### src/rtl/enet_pkg.sv
// Shared types for the enet packet datapath.
// Write-side FSM encoding and drop counter width.
package enet_pkg;

  typedef enum logic [1:0] {
    ST_IDLE   = 2'd0,
    ST_ACTIVE = 2'd1,
    ST_DROP   = 2'd2
  } wr_state_e;

  localparam int DROP_CNT_W = 16;

endpackage

### src/rtl/enet_fifo_ram.sv
// Frame FIFO storage: registered write port,
// asynchronous read port for first-word-fall-through.
module enet_fifo_ram #(
  parameter int W     = 9,
  parameter int DEPTH = 64,
  localparam int AW   = $clog2(DEPTH)
) (
  input  logic          clk,
  input  logic          we,
  input  logic [AW-1:0] waddr,
  input  logic [W-1:0]  wdata,
  input  logic [AW-1:0] raddr,
  output logic [W-1:0]  rdata
);

  logic [W-1:0] mem [DEPTH];

  always_ff @(posedge clk) begin
    if (we) mem[waddr] <= wdata;
  end

  assign rdata = mem[raddr];

endmodule

### src/rtl/enet_pkt_fifo.sv
// Frame-aware FIFO: reader sees only committed frames;
// frames are rewound on abort and dropped on overflow.
module enet_pkt_fifo
  import enet_pkg::*;
#(
  parameter int WIDTH        = 8,
  parameter int DEPTH        = 64,
  parameter int AFULL_MARGIN = 4,
  localparam int AW          = $clog2(DEPTH)
) (
  input  logic                  clk,
  input  logic                  rst_n,
  input  logic [WIDTH-1:0]      wr_data,
  input  logic                  wr_push,
  input  logic                  wr_eop,
  input  logic                  wr_abort,
  output logic                  wr_full,
  output logic                  wr_afull,
  output logic [WIDTH-1:0]      rd_data,
  output logic                  rd_eop,
  input  logic                  rd_pop,
  output logic                  rd_empty,
  output logic [AW:0]           level,
  output logic [DROP_CNT_W-1:0] drop_cnt,
  output logic                  rd_underflow
);

  localparam logic [AW:0] DEPTH_P  = (AW+1)'(DEPTH);
  localparam logic [AW:0] MARGIN_P = (AW+1)'(AFULL_MARGIN);
  localparam logic [AW:0] PTR_ONE  = 1;
  localparam logic [DROP_CNT_W-1:0] CNT_ONE = 1;

  logic [AW:0]    wr_ptr;
  logic [AW:0]    cm_ptr;
  logic [AW:0]    rd_ptr;
  logic [AW:0]    used;
  logic [WIDTH:0] rd_word;
  wr_state_e      state;
  logic           wr_open;
  logic           push_ok;
  logic           push_ovf;
  logic           pop_ok;

  assign used     = wr_ptr - rd_ptr;
  assign wr_full  = (used == DEPTH_P);
  assign wr_afull = ((DEPTH_P - used) <= MARGIN_P);
  assign rd_empty = (rd_ptr == cm_ptr);
  assign level    = cm_ptr - rd_ptr;

  assign wr_open  = wr_push && !wr_abort && (state != ST_DROP);
  assign push_ok  = wr_open && !wr_full;
  assign push_ovf = wr_open && wr_full;
  assign pop_ok   = rd_pop && !rd_empty;

  assign {rd_eop, rd_data} = rd_word;

  enet_fifo_ram #(
    .W     (WIDTH + 1),
    .DEPTH (DEPTH)
  ) u_ram (
    .clk   (clk),
    .we    (push_ok),
    .waddr (wr_ptr[AW-1:0]),
    .wdata ({wr_eop, wr_data}),
    .raddr (rd_ptr[AW-1:0]),
    .rdata (rd_word)
  );

  // Full is judged on pre-edge pointers, so a coincident pop never rescues a push.
  always_ff @(posedge clk or negedge rst_n) begin
    if (!rst_n) begin
      wr_ptr   <= '0;
      cm_ptr   <= '0;
      state    <= ST_IDLE;
      drop_cnt <= '0;
    end else if (wr_abort) begin
      wr_ptr <= cm_ptr;
      state  <= ST_IDLE;
    end else if (push_ok) begin
      wr_ptr <= wr_ptr + PTR_ONE;
      if (wr_eop) begin
        cm_ptr <= wr_ptr + PTR_ONE;
        state  <= ST_IDLE;
      end else begin
        state  <= ST_ACTIVE;
      end
    end else if (push_ovf) begin
      wr_ptr <= cm_ptr;
      state  <= wr_eop ? ST_IDLE : ST_DROP;
      if (drop_cnt != '1) drop_cnt <= drop_cnt + CNT_ONE;
    end else if (wr_push && wr_eop && state == ST_DROP) begin
      state <= ST_IDLE;
    end
  end

  always_ff @(posedge clk or negedge rst_n) begin
    if (!rst_n) begin
      rd_ptr       <= '0;
      rd_underflow <= 1'b0;
    end else if (pop_ok) begin
      rd_ptr <= rd_ptr + PTR_ONE;
    end else if (rd_pop) begin
      rd_underflow <= 1'b1;
    end
  end

endmodule

### config.mk
export PLATFORM = sky130hd
export DESIGN_NAME = enet_pkt_fifo
export DESIGN_NICKNAME = d
export VERILOG_FILES = /design/src/rtl/enet_pkg.sv /design/src/rtl/enet_fifo_ram.sv /design/src/rtl/enet_pkt_fifo.sv
export SDC_FILE = /design/constraint.sdc
export NUM_CORES = 1
export LEC_CHECK = 0
export ABC_AREA = 1
export ABC_CLOCK_PERIOD_IN_PS = 4240
export CAP_MARGIN = 5
export CORE_UTILIZATION = 50
export CTS_BUF_LIST = sky130_fd_sc_hd__clkbuf_2 sky130_fd_sc_hd__clkbuf_4 sky130_fd_sc_hd__clkbuf_8
export DETAILED_ROUTE_END_ITERATION = 12
export PLACE_DENSITY = 0.69
export SYNTH_ARGS = -nofsm -noshare
export SYNTH_HDL_FRONTEND = slang
export SYNTH_HIERARCHICAL = 1
export SYNTH_SLANG_ARGS = --single-unit
### constraint.sdc
create_clock -name clk -period 4.24 [get_ports clk]
set_input_delay 0.848 -clock clk [delete_from_list [all_inputs] [get_ports clk]]
set_output_delay 0.848 -clock clk [all_outputs]
set_load 0.1 [all_outputs]
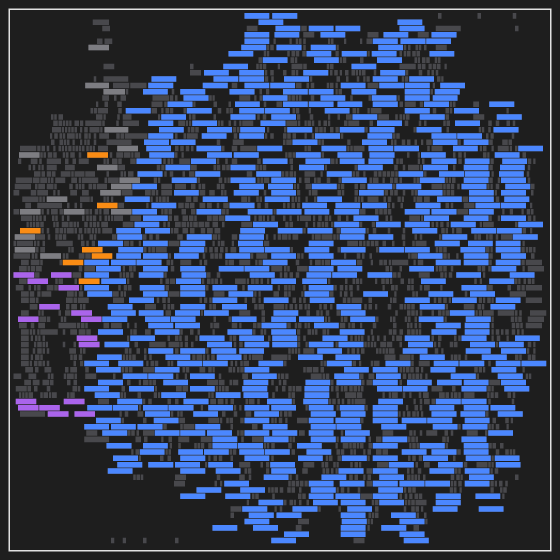
Figure 1: run 1, register map, names as in the netlist.
legend:
  u_ram/mem:
    colour: blue
    placed_flops: 576
  drop_cnt:
    colour: purple
    placed_flops: 16
    where: west
  wr_ptr:
    colour: orange
    placed_flops: 7
    where: west
not coloured: 17

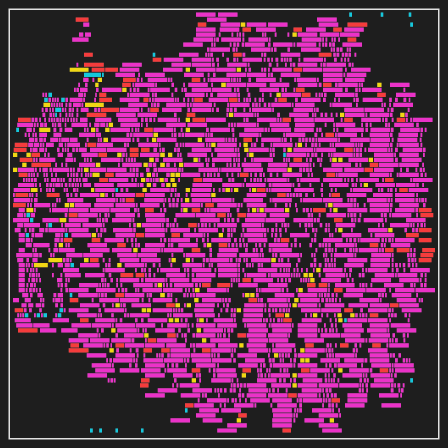
Figure 2: run 1, cells by drive strength.
legend:
  _6 and larger:
    colour: red
    cells: 142
    share: 5.5%
    most_used: clkbuf_8
  _3 and _4 cells:
    colour: yellow
    cells: 140
    share: 5.4%
    most_used: buf_4
  _0 and _1 cells:
    colour: magenta
    cells: 2266
    share: 88%
    most_used: nand2_1
  _2 cells:
    colour: cyan
    cells: 34
    share: 1.3%
    most_used: nand2_2

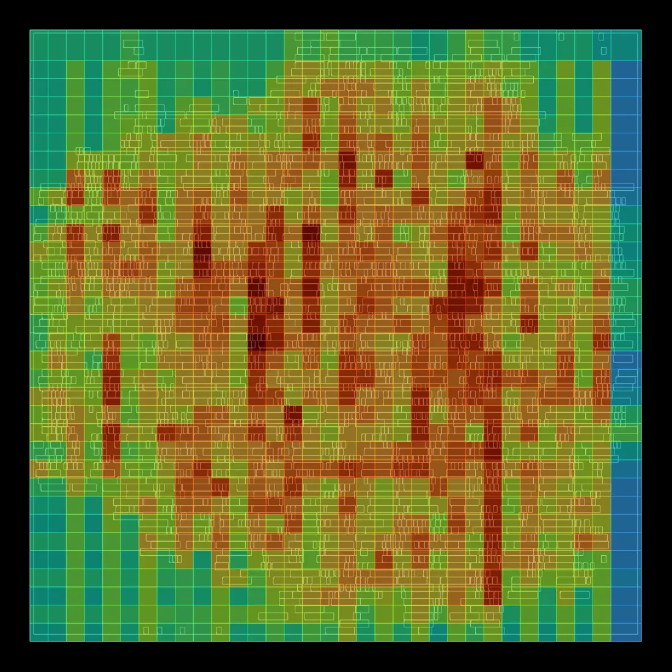
Figure 3: run 1, routing congestion.
DR WL/cell: 20.0 µm
gr busiest metal: met2
met1 Use GR: 0.337
GRT met3 Usage: 0.0424

==> flow_summary.toml, run 1 <==
# flow metrics
[yosys]
synth_nets = 2423
topCombFamilyByArea = "simple AND/OR/NAND/NOR gates"
synthTopCellsByCount = "nand2_1 (848), edfxtp_1 (576), nand3_1 (543)"
yosysCellCount = 2392
synth.cell_area_um2 = 26500

[worst_setup_path]
start_kind = "register"
rr_endpoint = "u_ram/mem[20][7]"
worst-path-stages = 11

[finish]
top_regs = "u_ram/mem: 576 flops, drop_cnt: 16 flops"
final_common_cell = "nand2_1"
regMostFlops = "u_ram/mem"
inverters = 70
nonClkBufAreaFrac = 0.0449

[run_status]
status = "finished, final reports clean"

[global_route]
antenna_found_initial = 1

[cts]
post_cts_resized = 0
clk_latency_ps = 690

[final_timing]
fmax_ghz = 0.248
hold_viol_final = 0
fin_ws_ps = 202

[placement]
port_buffers = 49
routabilityCongestion = 0.949

[detailed_routing]
routed_wl_um = 65300
Figure 4. Local utilization (run 1).
The die is cut into 23 by 23 equal tiles; black is low, pale yellow is high, 0 to 100% covered.
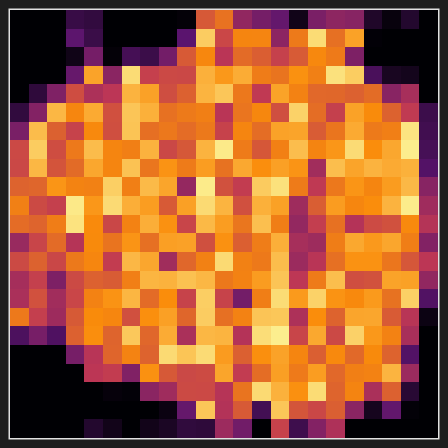

==> run 2, diff against run 1 <==
--- a/config.mk
+++ b/config.mk
@@ -8,10 +8,10 @@
 export ABC_AREA = 1
 export ABC_CLOCK_PERIOD_IN_PS = 4240
 export CAP_MARGIN = 5
-export CORE_UTILIZATION = 50
+export CORE_UTILIZATION = 54
 export CTS_BUF_LIST = sky130_fd_sc_hd__clkbuf_2 sky130_fd_sc_hd__clkbuf_4 sky130_fd_sc_hd__clkbuf_8
 export DETAILED_ROUTE_END_ITERATION = 12
-export PLACE_DENSITY = 0.69
+export PLACE_DENSITY = 0.74
 export SYNTH_ARGS = -nofsm -noshare
 export SYNTH_HDL_FRONTEND = slang
 export SYNTH_HIERARCHICAL = 1
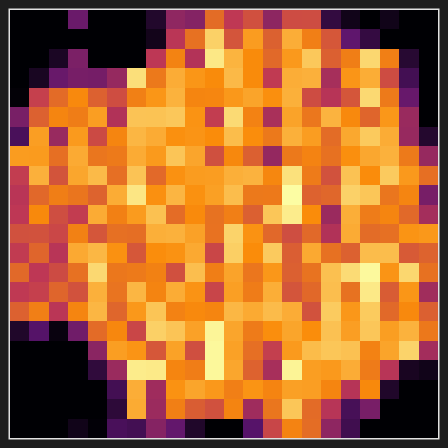
Figure 5: run 2, local utilization.
The die is cut into 22 by 22 equal tiles; black is low, pale yellow is high, 0 to 100% covered.
fullest tile: 100%
nearly empty tiles: 13%
mean over tiles: 58%
emptiest ninth of the die: south-west

==> run 2 against run 1 <==
Register-to-register slack got worse by 170 ps. Non-clock buffer count fell by 19. Worst setup slack got worse by 87 ps. Sequential cell count is the same. Routed wire length is 1.0% lower. Area after synthesis stayed put. Global-route usage grew 1.3 points. Hold slack worse by 1.7 ps. Critical path depth decreased by 1. Core utilization rose by 4.2 points. Largest cell class unchanged. Largest power group unchanged.
==> flow_summary.toml, run 2 <==
# flow metrics
[power]
seq_power_mw = 6.98
p_switching_mw = 9.22
p_sw_frac = 0.432
maxPowerGroup = "combinational logic"

[placement]
port_buffers = 49
routabilityCongestion = 0.903
pre_cts_ws_ps = 727
dp_hpwl_um = 38800

[final_timing]
fmax_ghz = 0.242
hold_viol_final = 0
fin_ws_ps = 115

[cts]
post-cts-setup-buffers = 0
post_cts_resized = 0
cts.path.max_buffers = 3
clk_latency_ps = 680

[worst_setup_path]
worst-path-stages = 10
rr_endpoint = "u_ram/mem[40][4]"
r2r-start = "rd_ptr[0]"

[yosys]
yosys_area_um2 = 26500
synth_nets = 2423
yosysCellCount = 2392
synth.cell_area_um2 = 26500
topCombFamilyByArea = "simple AND/OR/NAND/NOR gates"
synthTopCellsByCount = "nand2_1 (848), edfxtp_1 (576), nand3_1 (543)"
topCellsByArea = "edfxtp_1 (65%), nand2_1 (12%), nand3_1 (10%), dfrtp_1 (3.8%), buf_6 (1.1%)"

[detailed_routing]
routed_wl_um = 64700
wl_per_cell_um = 20.2

[hold_path]
hold_path.class = "input port to async pin"

[floorplan]
dieWidth_um = 224

[finish]
final_common_cell = "nand2_1"
regMostFlops = "u_ram/mem"
nNetsFinal = 2509
nonClkBufAreaFrac = 0.0395
nMultiInputCombCells = 1578
top_regs = "u_ram/mem: 576 flops, drop_cnt: 16 flops"
inverters = 70

[global_route]
top_usage_layer = "met2"
grt_overflow = 0
antenna_found_initial = 2
grt_pass1_vias = 17800

[run_status]
status = "finished, final reports clean"
Power and IR drop assume default switching activity.
